Figure 1. Routed clock nets over the placement.
Drawn at 4 px/µm.
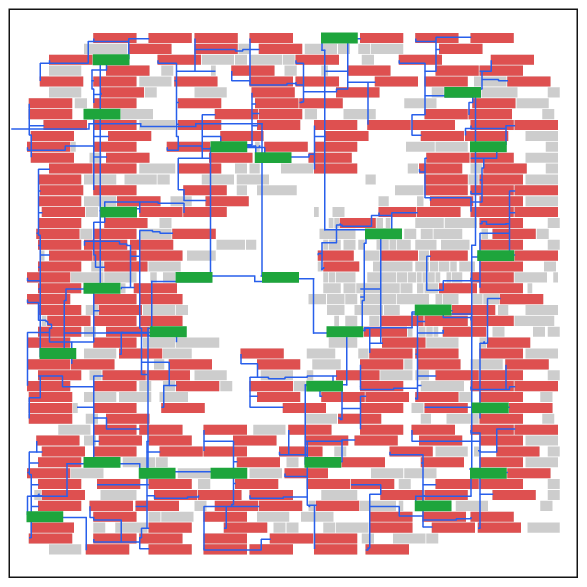
Figure 2. M4 wires.
Drawn at 3 px/µm.
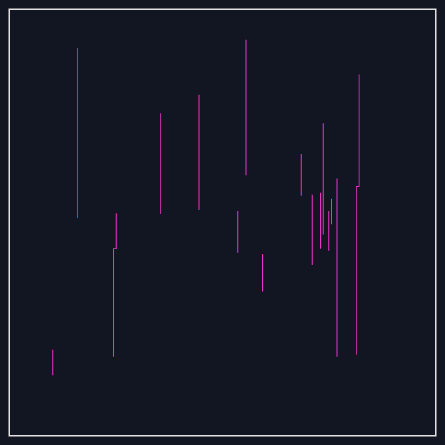
Figure 3. PDN straps and rails.
Drawn at 3 px/µm. Pins as bars on the die edge.
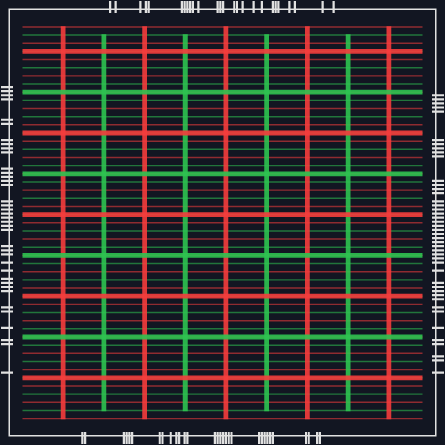
Figure 4. Placement density heat map.
Drawn at 2 px/µm. 14 x 14 tiles, from white (low) to dark blue (high), 0 to 100% covered.
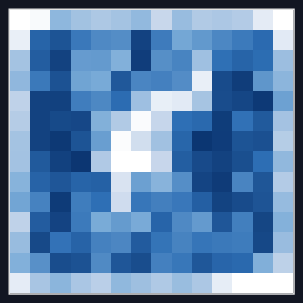
Figure 5. Congestion heat map.
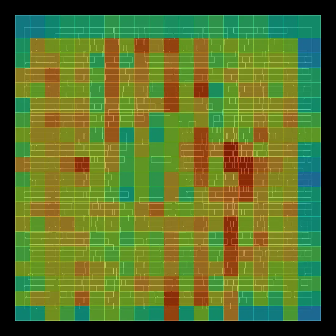
$ cat src/rtl/if_id_queue.sv
`default_nettype none
//============================================================================
// Module   : if_id_queue
// Purpose  : In-order decoupling buffer between instruction fetch and decode.
//            Captures {pc, inst} pairs from fetch with a valid/ready
//            handshake, presents them to decode in order, absorbs decode
//            stalls and discards everything on a branch/jump flush.
// Ports    : clk, rst        - clock, asynchronous active-high reset
//            if_valid_i      - fetch offers an entry this cycle
//            if_pc_i         - PC of the offered entry
//            if_inst_i       - instruction word of the offered entry
//            if_ready_o      - queue can accept an entry (count < DEPTH)
//            id_valid_o      - head entry is valid (count != 0)
//            id_pc_o         - PC of head entry (0 when empty)
//            id_inst_o       - instruction of head entry (NOP_INST when empty)
//            id_ready_i      - decode consumes the head this cycle
//            flush_i         - redirect; clears the queue, beats push/pop
//            count_o         - current occupancy
// Revision : 1.0 - initial release
//============================================================================
module if_id_queue #(
   parameter int                DEPTH    = 4,
   parameter int                ADDR_W   = 32,
   parameter int                INST_W   = 32,
   parameter logic [INST_W-1:0] NOP_INST = '0
) (
   input  logic                     clk,
   input  logic                     rst,
   input  logic                     if_valid_i,
   input  logic [ADDR_W-1:0]        if_pc_i,
   input  logic [INST_W-1:0]        if_inst_i,
   output logic                     if_ready_o,
   output logic                     id_valid_o,
   output logic [ADDR_W-1:0]        id_pc_o,
   output logic [INST_W-1:0]        id_inst_o,
   input  logic                     id_ready_i,
   input  logic                     flush_i,
   output logic [$clog2(DEPTH):0]   count_o
);

   localparam int                PTR_W   = $clog2(DEPTH);
   localparam int                CNT_W   = PTR_W + 1;
   localparam logic [CNT_W-1:0]  C_DEPTH = CNT_W'(DEPTH);

   logic [ADDR_W-1:0] pc_mem   [DEPTH];
   logic [INST_W-1:0] inst_mem [DEPTH];

   logic [PTR_W-1:0]  wptr_q, wptr_d;
   logic [PTR_W-1:0]  rptr_q, rptr_d;
   logic [CNT_W-1:0]  count_q, count_d;

   logic              push;
   logic              pop;

   // Handshake flags come from registered occupancy only, so there is no
   // combinational path from id_ready_i to if_ready_o (no bypass when full).
   assign if_ready_o = (count_q < C_DEPTH);
   assign id_valid_o = (count_q != '0);
   assign count_o    = count_q;

   assign id_pc_o    = id_valid_o ? pc_mem[rptr_q]   : '0;
   assign id_inst_o  = id_valid_o ? inst_mem[rptr_q] : NOP_INST;

   assign push = if_valid_i & if_ready_o & ~flush_i;
   assign pop  = id_valid_o & id_ready_i & ~flush_i;

   always_comb begin
      wptr_d  = wptr_q;
      rptr_d  = rptr_q;
      count_d = count_q;
      if (flush_i) begin
         wptr_d  = '0;
         rptr_d  = '0;
         count_d = '0;
      end else begin
         if (push) wptr_d = wptr_q + PTR_W'(1);
         if (pop)  rptr_d = rptr_q + PTR_W'(1);
         // Full/empty are tracked by count alone; pointers just wrap.
         case ({push, pop})
            2'b10:   count_d = count_q + CNT_W'(1);
            2'b01:   count_d = count_q - CNT_W'(1);
            default: count_d = count_q;
         endcase
      end
   end

   always_ff @(posedge clk or posedge rst) begin
      if (rst) begin
         wptr_q  <= '0;
         rptr_q  <= '0;
         count_q <= '0;
      end else begin
         wptr_q  <= wptr_d;
         rptr_q  <= rptr_d;
         count_q <= count_d;
      end
   end

   // Storage needs no reset: entries are only visible while counted.
   always_ff @(posedge clk) begin
      if (push) begin
         pc_mem[wptr_q]   <= if_pc_i;
         inst_mem[wptr_q] <= if_inst_i;
      end
   end

endmodule
`default_nettype wire

$ cat config.mk
export PLATFORM = sky130hd
export DESIGN_NAME = if_id_queue
export DESIGN_NICKNAME = d
export VERILOG_FILES = /design/src/rtl/if_id_queue.sv
export SDC_FILE = /design/constraint.sdc
export NUM_CORES = 1
export LEC_CHECK = 0
export CORE_MARGIN = 4
export CORE_UTILIZATION = 57
export DETAILED_ROUTE_END_ITERATION = 8
export DONT_BUFFER_PORTS = 1
export GPL_TIMING_DRIVEN = 0
export HOLD_SLACK_MARGIN = 0.06
export PLACE_DENSITY = 0.75
export SETUP_SLACK_MARGIN = 0.2
export SLEW_MARGIN = 30
export SYNTH_ARGS = -nofsm -noshare
export SYNTH_HDL_FRONTEND = slang
export SYNTH_SLANG_ARGS = --single-unit
$ cat constraint.sdc
create_clock -name clk -period 2.9 [get_ports clk]
set_input_delay 0.87 -clock clk [delete_from_list [all_inputs] [get_ports clk]]
set_output_delay 0.87 -clock clk [all_outputs]
set_load 0.02 [all_outputs]
==> notes.org <==
#+TITLE: Synthesis and PnR summary

** Run
- The tool flagged a number of max-cap violations equal to 0.
- Across all stage logs, warnings added up to 31.

** Timing
- At the pin with the least slew margin, the transition time is between 0.5 and 0.6 ns.
- Setup repair after global routing could not meet its margin everywhere.
- Adding up every negative setup slack in the final design gives 0 ns.
- Fin. Hold Viols :: 0
- The critical path in the final layout is reported with a setup slack of 0.0208 ns.
- The worst path needs 2.88 ns of the cycle, external delays included.
- Post-layout period usage :: 0.993
- Number of setup violations in the final report :: 0
- Hold timing on the final database bottoms out at a slack of 0.197 ns.
- Maximum achievable frequency :: approximately 350 MHz

** Critical path
- Launching point of the worst reg2reg path :: count_o[0]$_DFFE_PP0P_
- The worst register-to-register path ends at count_o[2]$_DFFE_PP0P_.
- Crit path required time :: 2.03 ns
- Crit-path max cell delay :: around 0.51 ns
- The timing report shows that the slowest cell on the worst path is dfrtp_2.
- For the worst setup path, the data arrival time is 2.01 ns.
- Reg2reg setup slack :: 0.23 ns
- The number of cells on the worst reg-to-reg path is 10.
- Per STA, the worst path is made up of or3_4 -> buf_12 -> clkbuf_16 -> and2_4.
- Buffers and inverters on the worst path :: 2
- Critical Path Sink Type :: primary output
- In this design, the largest share of critical-path delay is due to simple AND/OR/NAND/NOR gates.
- In this run the worst path has a maximum fanout of 8.
- Crit path to :: id_inst_o[17]
- CP Class :: register to primary output
- Tracing the worst setup path back leads to its startpoint at count_o[0]$_DFFE_PP0P_.

** Synthesis
- Xor and xnor area share after synthesis :: 0.00344
- The gate-level netlist out of Yosys references 28 unique cell types.
- In this run, the synthesized area fraction spent on adder and majority cells is recorded as 0.00688.
- Averaged over all synthesized cells, the footprint is roughly 22 µm².
- Synthesis area per yosys :: 10200 µm²
- Post-synth top cells :: 256 x edfxtp_1, 68 x and2_1, 64 x mux4_2
- By area, the combinational part of the netlist is dominated by multiplexers.
- The share of the Yosys chip area taken by registers is 0.772.
- Synth Area in Compound Gates :: 0.00676
- Yosys reported that registers with async set or reset make up 0.0266.
- Synth Instances :: approximately 470
- The synthesis log from Yosys contains 0 warnings.
- The synthesized netlist was found by Yosys to have 465 cells.
- Mapped cell area :: 10200 µm²
- In the post-synthesis netlist, the cell with the most instances is edfxtp_1.
- After synthesis, the cell types taking the most area are edfxtp_1 76%, mux4_2 14%, and2_1 4.2%.
- After synthesis, the share of cell area in mux cells is 0.144.

** Placement
- Per the detailed placement report, the placed cell area equals between 10000 and 15000 µm².
- Summed over all nets, the half-perimeter wirelength after detailed placement is roughly 11 mm.
- RePlAce Congestion :: 0.727

** Pwr
- Switch Pwr :: 2.24 mW
- Standby leakage power :: 3.98 nW
- Of the total power, combinational logic draws 0.191.
- Sequential power for this build is ~4.4 mW.
- Power attributed to combinational cells is 1.82 mW.
- Power density cells :: about 790 nW/µm²
- The biggest slice of the total power is consumed by registers.
- Switching Fraction :: 0.235
- Summing internal, switching and leakage power gives around 9.5 mW.
- The share of total power dissipated in sequential elements is 0.459.

** Final layout
- Area growth syn-to-layout :: 19.0%
- Logic area :: 2360 µm²
- Footprint of the flip-flops and latches :: 7870 µm²
- Per the final layout report, the fraction of cells sized above drive strength 1 comes to 0.424.
- Fill cells :: 1017
- Excluding fillers, the count of instances in the completed layout stands at about 760.
- In the layout the commonest cells are 256 x edfxtp_1, 68 x and2_4, 64 x mux4_2.
- Total Nets Final :: just under 600
- Final instance area :: between 10000 and 15000 µm²

** GRT
- Initial antenna violation count :: 0
- First-pass GRT wire length :: 29.1 mm

** Clock network
- In the CTS report, the clock slew at the register clock pins of the worst setup and hold paths is listed as approximately 0.060 ns.
- Number of gates resized after CTS :: 167
- Looking at the clock tree report, the root buffer type is clkbuf_16.
- TritonCTS built the clock tree.
- Number of clock sinks :: roughly 260
- Quantity of hold-fixing buffers added after cts :: 0
- Once the clock tree was built, the setup fixing pass inserted 8 buffers.
- In this run the number of H-tree levels came out at 1.

** Drt
- Number of remaining DRC errors :: 0
- Per the detail_route report, vias per standard cell equal 6.07.
- Iteration-0 DRC count of the detailed router :: ~290
- In this run the remaining antenna-violating nets after routing total 0.

** Floorplan
- The floorplan step defined a die boundary enclosing about 20000 µm².
- I/O pin total :: roughly 140
- The initialized floorplan defines about 48 standard-cell rows.

** Run status
- Run status :: finished clean
-- Figure 1 (at the start) --
- red: flip-flops (count 263)
- green: clock-net drivers (count 26)
- blue: clock wires (length 2590 µm)
- routed clock nets: 27
fraction of power consumed by the clock network: 0.350
insertion delay at the late pin of the worst-skew pair: 0.51 ns
power of the clock network: 3.34 mW
worst-case clock skew: 0.00858 ns

-- Figure 2 (at the start) --
- share of all routed wire: 2.7%
- nets with wire on the layer: 11
- main direction: vertical
- wire length on this layer: 521 µm
- longest straight run: 59.2 µm
overall routed net length: 19.5 mm
via count: 4618

-- Figure 3 (at the start) --
- red: VSS
- green: VDD
- rows: 48
- met5 straps: 9
- met4 straps: 9
- signal pins: 138
- met1 rails: 49
y dimension of the die: 142 µm
worst vdd rail ir drop: 0.606 mV
width of the die: 142 µm
Core Region: 17400 µm²

-- Figure 4 (at the start) --
- tiles over 75% full: 35%
- emptiest ninth of the die: middle
- fullest tile: 98%
- nearly empty tiles: 4.1%
share of the core filled by cells before placement: 0.584
fin util: 0.696

-- Figure 5 (at the start) --
GRT Total Usage: 0.191
met1 track demand over resource in global routing: 0.235
met2 track utilization from global routing: 0.322
met3 track utilization from global routing: 0.0718
wire length per cell: 25.7 µm

## metal layers
layer | part of all wire | global-route usage | up-vias | wire length, µm
met2 | 0.50 | 0.322 | 183 | 9870
met3 | 0.091 | 0.0718 | 39 | 1770
li1 | - | - | 1986 | -
met4 | 0.027 | 0.0535 | 0 | 521
met1 | 0.38 | 0.235 | 2410 | 7390
met5 | 0 | 0 | - | 0
## final cells by class
class | instances | share of cell area
plain buffers | 25 | 0.0255
clock buffers | 33 | 0.0576
clock inverters | 13 | 0.0134
inverters | 4 | 0.00124
multi-input cells | 175 | 0.195
flip-flops and latches | 263 | 0.649
well taps | 225 | 0.0232
repair buffers | 23 | 0.0345
## sequential cells by signal (all words and copies together) (netlist names)
register,count
count_o,3
inst_mem,128
pc_mem,128
rptr_q,2
wptr_q,2
Power figures rest on the tool's default switching activity, not on a simulated workload.
